### src/rtl/cdc_pkg.sv
// Shared types and constants for the req/ack clock-domain-crossing blocks.
package cdc_pkg;

    typedef enum logic [1:0] {
        IDLE = 2'd0,
        REQ  = 2'd1,
        REL  = 2'd2
    } cdc_tx_state_t;

    localparam int CDC_SYNC_STAGES_DEF = 2;
    localparam int CDC_XFER_CNT_W      = 16;

endpackage

### src/rtl/cdc_tx_ctrl_if.sv
// Producer port plus crossing bus of the CDC source sequencer.
// The controller uses the slave modport; the producer/far-side model uses master.
interface cdc_tx_ctrl_if #(
    parameter int WIDTH = 8
);
    logic             in_valid;
    logic [WIDTH-1:0] in_data;
    logic             in_ready;
    logic             xreq;
    logic [WIDTH-1:0] xdata;
    logic             xack_async;

    modport master (
        output in_valid, in_data, xack_async,
        input  in_ready, xreq, xdata
    );

    modport slave (
        input  in_valid, in_data, xack_async,
        output in_ready, xreq, xdata
    );
endinterface

### src/rtl/cdc_sync_bit.sv
// Single-bit multi-flop synchronizer, async active-low reset to 0.
module cdc_sync_bit #(
    parameter int STAGES = 2
) (
    input  logic clk,
    input  logic rst,
    input  logic d,
    output logic q
);
    logic [STAGES-1:0] chain;

    always_ff @(posedge clk or negedge rst) begin
        if (!rst) chain <= '0;
        else      chain <= {chain[STAGES-2:0], d};
    end

    assign q = chain[STAGES-1];
endmodule

### src/rtl/cdc_tx_ctrl.sv
// Source-side four-phase req/ack sequencer for a multi-bit CDC bus.
// Optional REQ timeout with sticky err is enabled by defining CDC_TX_TIMEOUT_EN.
module cdc_tx_ctrl
    import cdc_pkg::*;
#(
    parameter int WIDTH       = 8,
    parameter int SYNC_STAGES = CDC_SYNC_STAGES_DEF,
    parameter int TIMEOUT_CYC = 1024
) (
    input  logic                      clk,
    input  logic                      rst,
    cdc_tx_ctrl_if.slave              bus,
    output logic                      busy,
    output logic [CDC_XFER_CNT_W-1:0] xfer_cnt,
    output logic                      err,
    input  logic                      err_clr
);
    cdc_tx_state_t    state;
    logic             ack_s;
    logic             accept;
    logic             tmo;
    logic             xreq_q;
    logic             ready_q;
    logic [WIDTH-1:0] xdata_q;

    cdc_sync_bit #(.STAGES(SYNC_STAGES)) u_ack_sync (
        .clk (clk),
        .rst (rst),
        .d   (bus.xack_async),
        .q   (ack_s)
    );

    // ready_q is only ever high in IDLE, so it doubles as the state qualifier
    assign accept = (state == IDLE) && ready_q && bus.in_valid;

`ifdef CDC_TX_TIMEOUT_EN
    localparam int TW = (TIMEOUT_CYC > 2) ? $clog2(TIMEOUT_CYC) : 1;
    logic [TW-1:0] tmo_cnt;

    assign tmo = (state == REQ) && !ack_s && (tmo_cnt == TW'(TIMEOUT_CYC - 1));

    always_ff @(posedge clk or negedge rst) begin
        if (!rst) begin
            tmo_cnt <= '0;
            err     <= 1'b0;
        end else begin
            if (accept)              tmo_cnt <= '0;
            else if (state == REQ)   tmo_cnt <= tmo_cnt + 1'b1;
            // a timeout on the same edge as a clear keeps the flag set
            if (tmo)                 err <= 1'b1;
            else if (err_clr)        err <= 1'b0;
        end
    end
`else
    localparam int unused_timeout_cyc = TIMEOUT_CYC;
    logic unused_err_clr;
    assign unused_err_clr = err_clr;
    assign tmo = 1'b0;
    assign err = 1'b0;
`endif

    always_ff @(posedge clk or negedge rst) begin
        if (!rst) begin
            state    <= IDLE;
            xreq_q   <= 1'b0;
            xdata_q  <= '0;
            ready_q  <= 1'b0;
            xfer_cnt <= '0;
        end else begin
            case (state)
                IDLE: begin
                    ready_q <= 1'b1;
                    if (accept) begin
                        xdata_q <= bus.in_data;
                        xreq_q  <= 1'b1;
                        ready_q <= 1'b0;
                        state   <= REQ;
                    end
                end
                REQ: begin
                    if (ack_s) begin
                        xreq_q   <= 1'b0;
                        xfer_cnt <= xfer_cnt + 1'b1;
                        state    <= REL;
                    end else if (tmo) begin
                        xreq_q <= 1'b0;
                        state  <= REL;
                    end
                end
                REL: begin
                    if (!ack_s) begin
                        ready_q <= 1'b1;
                        state   <= IDLE;
                    end
                end
                default: begin
                    xreq_q <= 1'b0;
                    state  <= IDLE;
                end
            endcase
        end
    end

    assign bus.xreq     = xreq_q;
    assign bus.xdata    = xdata_q;
    assign bus.in_ready = ready_q;
    assign busy         = (state != IDLE);
endmodule
### src/flat_wrapper.sv
// flat-port wrapper written by rule: the top's interface ports become plain ports
module cdc_tx_ctrl_flat import cdc_pkg::*;
#(
    parameter int WIDTH       = 8,
    parameter int SYNC_STAGES = CDC_SYNC_STAGES_DEF,
    parameter int TIMEOUT_CYC = 1024
)
  (clk, rst, busy, xfer_cnt, err, err_clr, bus_in_valid, bus_in_data, bus_xack_async, bus_in_ready, bus_xreq, bus_xdata);
  cdc_tx_ctrl_if #(.WIDTH(WIDTH)) bus_i ();
  input  logic clk;
  input  logic rst;
  output logic busy;
  output logic [CDC_XFER_CNT_W-1:0] xfer_cnt;
  output logic err;
  input  logic err_clr;
  input wire logic [$bits(bus_i.in_valid)-1:0] bus_in_valid;
  input wire logic [$bits(bus_i.in_data)-1:0] bus_in_data;
  input wire logic [$bits(bus_i.xack_async)-1:0] bus_xack_async;
  output wire logic [$bits(bus_i.in_ready)-1:0] bus_in_ready;
  output wire logic [$bits(bus_i.xreq)-1:0] bus_xreq;
  output wire logic [$bits(bus_i.xdata)-1:0] bus_xdata;
  assign bus_i.in_valid = bus_in_valid;
  assign bus_i.in_data = bus_in_data;
  assign bus_i.xack_async = bus_xack_async;
  assign bus_in_ready = bus_i.in_ready;
  assign bus_xreq = bus_i.xreq;
  assign bus_xdata = bus_i.xdata;
  cdc_tx_ctrl #(.WIDTH(WIDTH), .SYNC_STAGES(SYNC_STAGES), .TIMEOUT_CYC(TIMEOUT_CYC)) u_core (.clk(clk), .rst(rst), .bus(bus_i), .busy(busy), .xfer_cnt(xfer_cnt), .err(err), .err_clr(err_clr));
endmodule
### config.mk
export PLATFORM = sky130hd
export DESIGN_NAME = cdc_tx_ctrl_flat
export DESIGN_NICKNAME = d
export VERILOG_FILES = /design/src/rtl/cdc_pkg.sv /design/src/rtl/cdc_tx_ctrl_if.sv /design/src/rtl/cdc_sync_bit.sv /design/src/rtl/cdc_tx_ctrl.sv /design/src/flat_wrapper.sv
export SDC_FILE = /design/constraint.sdc
export NUM_CORES = 1
export LEC_CHECK = 0
export CAP_MARGIN = 20
export CORE_MARGIN = 10
export CORE_UTILIZATION = 44
export DETAILED_ROUTE_END_ITERATION = 16
export PLACE_DENSITY = 0.77
export SLEW_MARGIN = 20
export SYNTH_ARGS = -nofsm -noshare
export SYNTH_HDL_FRONTEND = slang
export SYNTH_SLANG_ARGS = --single-unit
### constraint.sdc
create_clock -name clk -period 1.89 [get_ports clk]
set_input_delay 0.567 -clock clk [delete_from_list [all_inputs] [get_ports clk]]
set_output_delay 0.567 -clock clk [all_outputs]
set_load 0.02 [all_outputs]
floorplan.png
Drawn at 6 px/um. Pins as bars on the die edge.
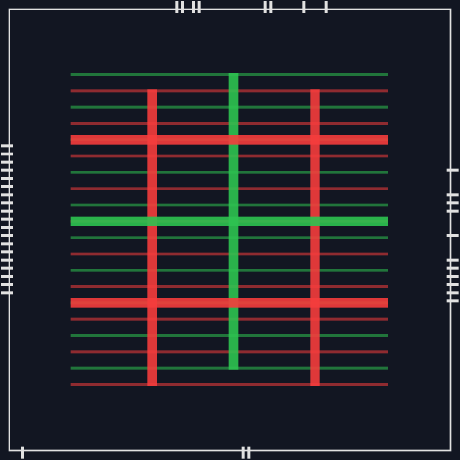
net	colour
VDD	green
VSS	red
met1 rails	20
rows	19
signal pins	41
met5 straps	3
met4 straps	3

==> results_dict.tcl <==
# place-and-route summary
set metrics [dict create \
    outcome "completed" \
    die_h_um 73.3 \
    combPwrFrac 0.407 \
    cp.arrival_ns 1.24 \
    critical_path_required_ns 1.32 \
    rr_worst_depth 4 \
    regArea_um2 752 \
    via_per_inst 5.11 \
    combGateArea_um2 483 \
    ys_seq_share 0.601 \
    reg2reg_to "u_core.xfer_cnt[11]$_DFFE_PN0P_" \
    max_cap_violations 0 \
    cts_buffers 5 \
    lay_top_cells "29 x dfrtp_1, 20 x dlygate4sd2_1, 11 x clkdlybuf4s50_1" \
    grt_max_degree 31 \
    netlist.area_leader.share 0.601 \
    groute.usage.overall 0.110 \
    slew_viol_final 0 \
    synth_flops 30 \
    grt-ovfl-total 0 \
    grt_pass1_wl_um 4490 \
    nNetsFinal 164 \
    fillers 222 \
    htreeDepth 2 \
    ant_nets 0 \
    routedWlPerCell_um 14.8 \
    drtIter0Drc 36 \
    hold-path-cell-count 0 \
    leakage_nw 0.909 \
    hp-start "u_core.u_ack_sync.chain[0]$_DFF_PN0_" \
    openroad.warnings 27 \
    finalWorstPathRequiredPeriod_ns 1.81 \
    yosys_cells 101 \
    dieWidth_um 73.3 \
    drt_pass1_iterations 4 \
    path_class "flop to output pin" \
    synthTopCellsByCount "30 x dfrtp_1, 9 x mux2_2, 9 x nand2_1" \
    flop_cell "dfrtp_1" \
    powerDensity_nw_per_um2 1310 \
    hp-class "flop to flop" \
    top_area_cell "dfrtp_1" \
    drive_gt1_frac 0.179 \
    pwr-share-clk 0.171 \
    endpoint_kind "output pin" \
    r2r_start "u_core.state[1]$_DFFE_PN0P_" \
    hold_ws_ns 0.354 \
    p_seq_frac 0.422 \
    syn_area_um2 1250 \
    cts.sinks 30 \
    syn2layout_area_growth_pct 40.2 \
    p_sw_frac 0.363 \
    synth_warnings 0 \
    setup_viol 0 \
    grt_antenna_before_repair 0 \
    clock_path_buffers 2 \
    peakVddDrop_mv 1.04 \
    skew_ns 0.0111 \
    avgSynthCellArea_um2 12.4 \
    lay_top_count "dfrtp_1" \
    ys_chip_area_um2 1250 \
    antenna_cells 0 \
    fmax_mhz 552 \
    async_reset_ff_frac 1.00 \
    whs_endpoint "u_core.u_ack_sync.chain[1]$_DFF_PN0_" \
    syn_inst 101 \
    syn-num-nets 115 \
    path_max_fanout 5 \
    grt_pass1_vias 960 \
    rows 19 \
    hold_viol 0 \
    gp_congestion 0.753 \
    synthTopCellsByArea "dfrtp_1 60%, mux2_2 8.1%, xnor2_1 5.6%" \
    drc 0 \
    hpwl_um 2040 \
    root_buffer "clkbuf_4" \
]
util_map.png
Drawn at 4 px/um. 7 x 7 tiles, from white (low) to dark blue (high), 0 to 100% covered.
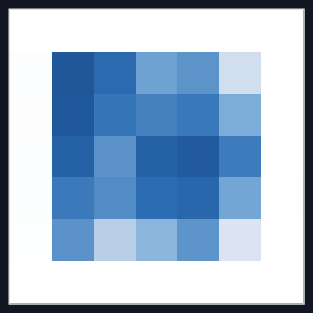
mean over tiles	32%
tiles over 75% full	16%
fullest tile	84%
core footprint: 2730 um^2
starting density of the core: 0.457
final core utilization: 0.641

## layer usage
metal  track usage  wire (um)
met3        0.0929        425
met1         0.108       1020
met4        0.0559         47
met2         0.160       1200
met5             0          0
## sequential cells by signal, summed over array words and instances (netlist names)
signal / cells
u_core.xfer_cnt: 16
u_core.bus.in_ready: 1
u_core.bus.xreq: 1
u_core.state: 2
u_core.bus.xdata: 8
u_core.u_ack_sync.chain: 2
## layout make-up
type	count	share of cell area
Clock inverter	1	0.00286
Sequential cell	30	0.429
Inverter	1	0.00214
Timing Repair Buffer	44	0.237
Multi-Input combinational cell	68	0.276
Clock buffer	7	0.0314
Tap cell	31	0.0221
## power by group through the flow
stage	clock network, mW	logic [mW]	registers, mW
2_1_floorplan	0	0.325	1.17
3_3_place_gp	0	1.01	0.976
3_5_place_dp	0	1.02	0.988
4_1_cts	0.411	0.954	0.976
5_1_grt	0.435	1.02	1.00
6_report	0.392	0.933	0.968
## how the worst max path moves through the flow
stage | slack [ns] | cells past startpoint | endpoint | startpoint
6_report | 0.08 | 3 | busy | u_core.state[1]$_DFFE_PN0P_
5_1_grt | 0.02 | 3 | busy | u_core.state[1]$_DFFE_PN0P_
4_1_cts | 0.002 | 1 | bus_xdata[6] | u_core.bus.xdata[6]$_DFFE_PN0P_
3_5_place_dp | 0.02 | 4 | u_core.bus.xdata[4]$_DFFE_PN0P_ | bus_in_valid
3_3_place_gp | 0.05 | 4 | u_core.bus.xdata[7]$_DFFE_PN0P_ | bus_in_valid
2_1_floorplan | 0.25 | 5 | u_core.xfer_cnt[12]$_DFFE_PN0P_ | u_core.xfer_cnt[0]$_DFFE_PN0P_
## per-stage QoR
| stage | std cells | cell area (um^2) | util | power (mW) |
|---|---|---|---|---|
| floorplan | 101 | 1250 | - | 1.50 |
| global placement | 173 | 1690 | 0.620 | 1.98 |
| detailed placement | 173 | 1690 | 0.620 | 2.01 |
| CTS | 181 | 1730 | 0.632 | 2.34 |
| global route | 182 | 1750 | 0.641 | 2.46 |
| finish | 182 | 1750 | 0.641 | 2.29 |
## logic make-up (layout without fill, tap and decap cells)
group | after synthesis | after routing | share of synthesized area
AOI/OAI and AO/OA | 5 | 5 | 0.0260
DFF | 30 | 30 | 0.601
muxes | 9 | 9 | 0.0811
other | 1 | 1 | 0.00300
xor gates and xnor gates | 15 | 15 | 0.105
adders and majority gates | 1 | 1 | 0.0100
buffers and inverters | 3 | 53 | 0.0130
and+or+nand+nor | 37 | 37 | 0.161
## critical path, stage by stage, from the launching register on
cell and delay [ns]:
dfrtp_2 0.43, nor2_1 0.15, inv_1 0.05, clkdlybuf4s15_1 0.29
## repair_timing
item                       4_1_cts  5_1_grt
resized                         21        8
setup endpoints to repair       21        7
buffers inserted                 0        1
hold buffers                     0        0
No activity file was given, so power comes from the tool's default toggle rates.
